Figure 1. Clock network drawn from the DEF.
The bar under the picture is 50 um long.
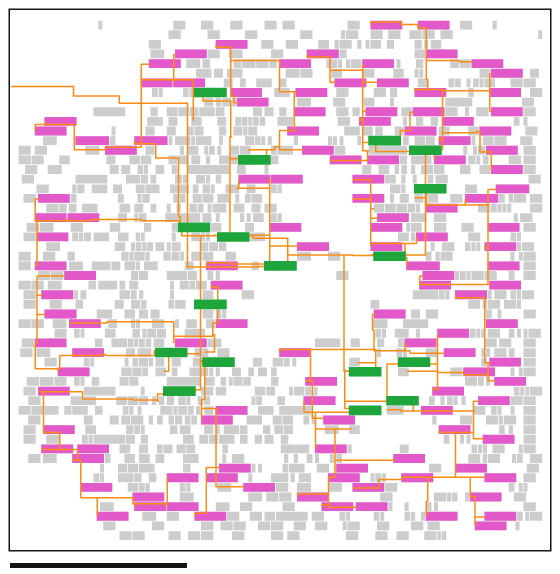
Figure 2. I/O pins on the die edge.
Pins as bars across the die edge, other pins in grey.
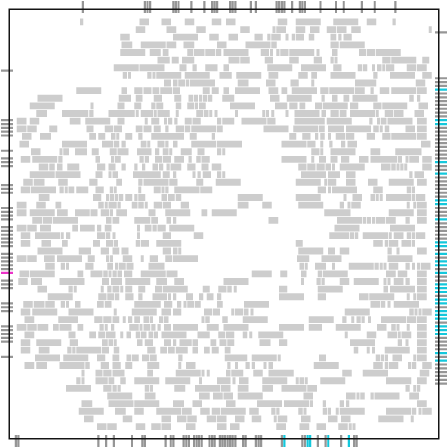
Figure 3. Register map, names as in the netlist.
Other sequential cells in the stronger grey, the rest of the logic in the fainter grey.
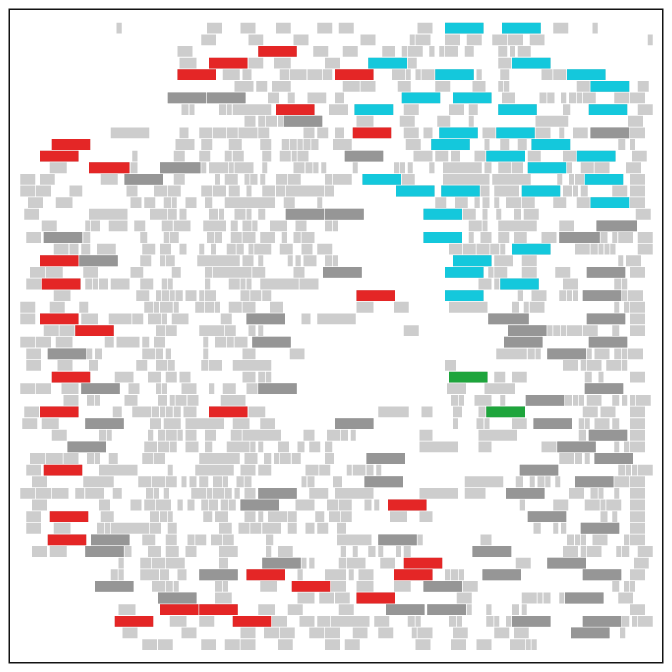
Figure 4. Congestion heat map.
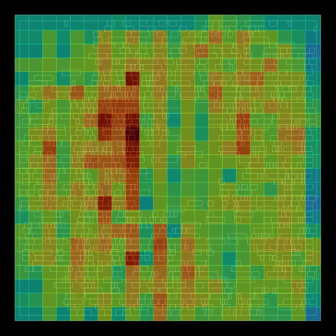
Figure 5. Signal wires on met4.
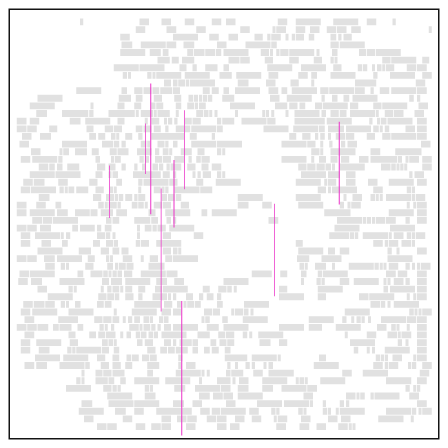
File: config.mk
export PLATFORM = sky130hd
export DESIGN_NAME = instr_fetch
export DESIGN_NICKNAME = d
export VERILOG_FILES = /design/src/rtl/instr_fetch.sv
export SDC_FILE = /design/constraint.sdc
export NUM_CORES = 1
export LEC_CHECK = 0
export CAP_MARGIN = 10
export CORE_MARGIN = 2
export CORE_UTILIZATION = 31
export DETAILED_ROUTE_END_ITERATION = 6
export HOLD_SLACK_MARGIN = 0.02
export PLACE_DENSITY = 0.54
export SETUP_SLACK_MARGIN = 0.4
export SYNTH_ARGS = -nofsm -noshare
export SYNTH_HDL_FRONTEND = slang
export SYNTH_SLANG_ARGS = --single-unit
File: constraint.sdc
create_clock -name clk -period 3 [get_ports clk]
set_input_delay 0.45 -clock clk [delete_from_list [all_inputs] [get_ports clk]]
set_output_delay 0.45 -clock clk [all_outputs]
set_load 0.02 [all_outputs]
File: src/rtl/instr_fetch.sv
`default_nettype none
// ============================================================================
// Module      : instr_fetch
// Description : Instruction fetch unit. Issues a single outstanding read to
//               instruction memory, holds the returned word with its address
//               until the consumer accepts it, then computes the next fetch
//               address (sequential or branch target).
//               Optional feature macro: IF_ALIGN_CHECK_EN. When defined, a
//               misaligned next fetch address traps into a sticky FAULT
//               state. When undefined, the low two address bits are cleared.
// Revision    : 1.0 - initial release
// ============================================================================
module instr_fetch #(
   parameter logic [31:0] INITIAL_PC = 32'h00400000,
   parameter logic [31:0] NOP_INSTR  = 32'h00000013
) (
   input  logic        clk,
   input  logic        rst,
   output logic [31:0] imem_addr,
   output logic        imem_req,
   input  logic [31:0] imem_rdata,
   input  logic        imem_ack,
   output logic [31:0] instr,
   output logic [31:0] PC,
   output logic        instr_valid,
   input  logic        instr_ready,
   input  logic        PCSrc,
   input  logic [31:0] branch_offset,
   output logic [31:0] instr_count,
   output logic        fault
);

   typedef enum logic [1:0] {
      S_IDLE  = 2'd0,
      S_REQ   = 2'd1,
      S_VALID = 2'd2,
      S_FAULT = 2'd3
   } state_t;

   state_t      state_q, state_d;
   logic [31:0] fetch_pc_q, fetch_pc_d;
   logic [31:0] pc_q, pc_d;
   logic [31:0] instr_q, instr_d;
   logic [31:0] instr_count_q, instr_count_d;
   logic        imem_req_q, imem_req_d;
   logic        instr_valid_q, instr_valid_d;
   logic [31:0] w_next_pc;
   logic        w_accept;
`ifdef IF_ALIGN_CHECK_EN
   logic        fault_q, fault_d;
`endif

   // Candidate next fetch address; only used in the acceptance cycle.
   always_comb begin
      w_accept  = instr_valid_q & instr_ready;
      w_next_pc = PCSrc ? (pc_q + branch_offset) : (pc_q + 32'd4);
   end

   // Next-state and registered-output computation for the fetch FSM.
   always_comb begin
      state_d       = state_q;
      fetch_pc_d    = fetch_pc_q;
      pc_d          = pc_q;
      instr_d       = instr_q;
      instr_count_d = instr_count_q;
      imem_req_d    = imem_req_q;
      instr_valid_d = instr_valid_q;
`ifdef IF_ALIGN_CHECK_EN
      fault_d       = fault_q;
`endif
      case (state_q)
         S_IDLE: begin
            // Any ack seen here belongs to an abandoned request; ignore it.
            state_d    = S_REQ;
            imem_req_d = 1'b1;
         end
         S_REQ: begin
            if (imem_ack) begin
               instr_d       = imem_rdata;
               pc_d          = fetch_pc_q;
               state_d       = S_VALID;
               imem_req_d    = 1'b0;
               instr_valid_d = 1'b1;
            end
         end
         S_VALID: begin
            if (w_accept) begin
               instr_count_d = instr_count_q + 32'd1;
               instr_d       = NOP_INSTR;
               instr_valid_d = 1'b0;
`ifdef IF_ALIGN_CHECK_EN
               if (w_next_pc[1:0] != 2'b00) begin
                  state_d = S_FAULT;
                  fault_d = 1'b1;
               end else begin
                  state_d    = S_REQ;
                  imem_req_d = 1'b1;
                  fetch_pc_d = w_next_pc;
               end
`else
               state_d    = S_REQ;
               imem_req_d = 1'b1;
               fetch_pc_d = w_next_pc & ~32'd3;
`endif
            end
         end
         S_FAULT: begin
            // Sticky until reset.
         end
         default: begin
            state_d = S_IDLE;
         end
      endcase
   end

   // State and output registers with asynchronous active-low reset.
   always_ff @(posedge clk or negedge rst) begin
      if (!rst) begin
         state_q       <= S_IDLE;
         fetch_pc_q    <= INITIAL_PC;
         pc_q          <= INITIAL_PC;
         instr_q       <= NOP_INSTR;
         instr_count_q <= 32'd0;
         imem_req_q    <= 1'b0;
         instr_valid_q <= 1'b0;
`ifdef IF_ALIGN_CHECK_EN
         fault_q       <= 1'b0;
`endif
      end else begin
         state_q       <= state_d;
         fetch_pc_q    <= fetch_pc_d;
         pc_q          <= pc_d;
         instr_q       <= instr_d;
         instr_count_q <= instr_count_d;
         imem_req_q    <= imem_req_d;
         instr_valid_q <= instr_valid_d;
`ifdef IF_ALIGN_CHECK_EN
         fault_q       <= fault_d;
`endif
      end
   end

   assign imem_addr   = fetch_pc_q;
   assign imem_req    = imem_req_q;
   assign instr       = instr_q;
   assign PC          = pc_q;
   assign instr_valid = instr_valid_q;
   assign instr_count = instr_count_q;
`ifdef IF_ALIGN_CHECK_EN
   assign fault       = fault_q;
`else
   assign fault       = 1'b0;
`endif

endmodule
`default_nettype wire
==> ci_impl_report.md <==
### Yosys + OpenROAD results

| Metric | Value |
|---|---|
| Tapcell count | 280 |
| Max incr delay on CP | 400 ps |
| Clock buffer cells | 18 |
| Worst reg2reg path startpoint | PC[2] |
| Root buffer cell | clkbuf_16 |
| Rel. slew slack | 66.9% |
| Seq area share | 30.4% |
| Area-dominant class | multi-input combinational cells |
| Yosys stat chip area | 0.00684 mm^2 |
| Worst path required time | 3320 ps |
| Largest net degree at the start of global routing | 69 |
| Post-Route WL | 19.6 mm |
| Xor/xnor share | 7.05% |
| Mux frac, synth | 4.92% |
| Repair and plain buffers | 273 |
| M3 GR Usage | 3.84% |
| RSZ-0062 raised after global routing | no |
| Yosys top cell by instances | nand2_1 |
| Fin nets | 1087 |
| Top sig layer | met4 |
| Critical Path AT | 2850 ps |
| Global-route wire length before repair | 32.3 mm |
| Flip-flops with a built-in enable | 0 |
| Dpl hpwl | 14.4 mm |
| Comb/total area | 35.3% |
| Dpl ws | -326 ps |
| Worst flop-to-flop path endpoint | imem_addr[28] |
| Synthesis Warnings | 0 |
| Post_cts resized | 25 |
| Post-synth seq share | 46.6% |
| Setup CP Type | in -> reg |
| Layout fillers | 2064 |
| Outcome | complete, no violations |
| Fin area | 0.0105 mm^2 |
| Hold Vio Cnt, Final | 0 |
| Cell Chain, Critical Path | clkdlybuf4s15_1 -> buf_6 -> buf_12 -> and2_1 -> ha_4 -> buf_6 -> a21o_1 -> a21oi_1 -> o21bai_1 -> a211oi_2 -> or3_4 -> and4_1 -> o31ai_1 |
| Clock sink count | 127 |
| Crit-path most repeated cell | buf_6 |
| HP Class | in -> async |
| R2r setup slk | 540 ps |
| Tool Warnings | 28 |
| Post-route insts no fill | 1281 |
| Final cycle utilization of the critical path | 84.1% |
| CTS Buf Count | 17 |
| Final setup TNS | 0 ps |
| Hold-fix buffers at CTS | 1 |
| Met1 Use GR | 23.0% |
| Signal buf overhead | 24.9% |
| Top logic family | simple AND/OR/NAND/NOR gates |
| #FFs+latches synth | 127 |
| Lkg Pwr | 0.00463 uW |
| Yosys adder share | 5.78% |
| Grt peak-use layer | met2 |
| Top cells, area | dfrtp_1, nand2_1, ha_1 |
| Post-synthesis async set-or-reset flop share | 100% |
| Power per cell area | 819 mW/mm^2 |
| Vias post-DR | 6042 |
| Fin. max-slew vios | 0 |
| Post-synth top cells | nand2_1, dfrtp_1, o21ai_0 |
| CP Launch Type | primary input |
| Max H-tree Level | 4 |
| Fin util | 48.2% |
| Worst Setup EP | imem_addr[28] |
Notes on Figure 1 above:
flip-flops: shown in magenta, count 127. clock-net drivers: shown in green, count 17. clock wires: shown in orange, length 1970 um.
There are 18 routed clock nets.
Final Skew: 10.7 ps
Clock power frac: 24.1%
Power Clock: 2070 uW
Worst-Skew Late Latency: 420 ps

Notes on Figure 2 above:
`PCSrc`: shown in magenta, pins 1, direction input, edge left. `instr`: shown in cyan, pins 32, direction output, edge 27 right, 5 bottom.
All pins by edge: 82 right, 46 bottom, 41 left, 31 top.
Vert. Die Dim: 152 um
I/O Buffers: 192
Die Span X: 152 um

Notes on Figure 3 above:
`state_q`: shown in green, placed flops 2. `instr_count`: shown in cyan, placed flops 32. `PC`: shown in red, placed flops 30.

Notes on Figure 4 above:
M2 GR Usage: 27.7%
gr usage total: 17.1%

Notes on Figure 5 above:
The longest straight run is 47.6 um. 6 nets have wire on it. The layer carries 287 um of wire. The wires run mostly vertical.

-- power breakdown --
group / switching (uW) / internal (uW)
clock: 875 / 1190
combinational: 1910 / 1900
sequential: 434 / 2270
-- cell usage in the layout, fill, tap and decap left out, drive strengths merged, types with 5 or more instances in the layout --
cell type and count:
nand2 147, ha 30, buf 80, conb 5, nor2 39, nand4 13
dfrtp 122, or3 5, clkbuf 18, o21ai 78, a21o 12, and2 30
and3 11, dfstp 5, clkdlybuf4s50 189, mux2 29, nor3 9, a21oi 35
inv 21, xnor2 33, nand3 14, xor2 22
-- registers in the layout, summed over array words and instances, names as in the netlist --
register / flops
instr_valid: 1
PC: 30
imem_addr: 30
state_q: 2
instr_count: 32
instr: 32
No activity file was given, so power comes from the tool's default toggle rates.
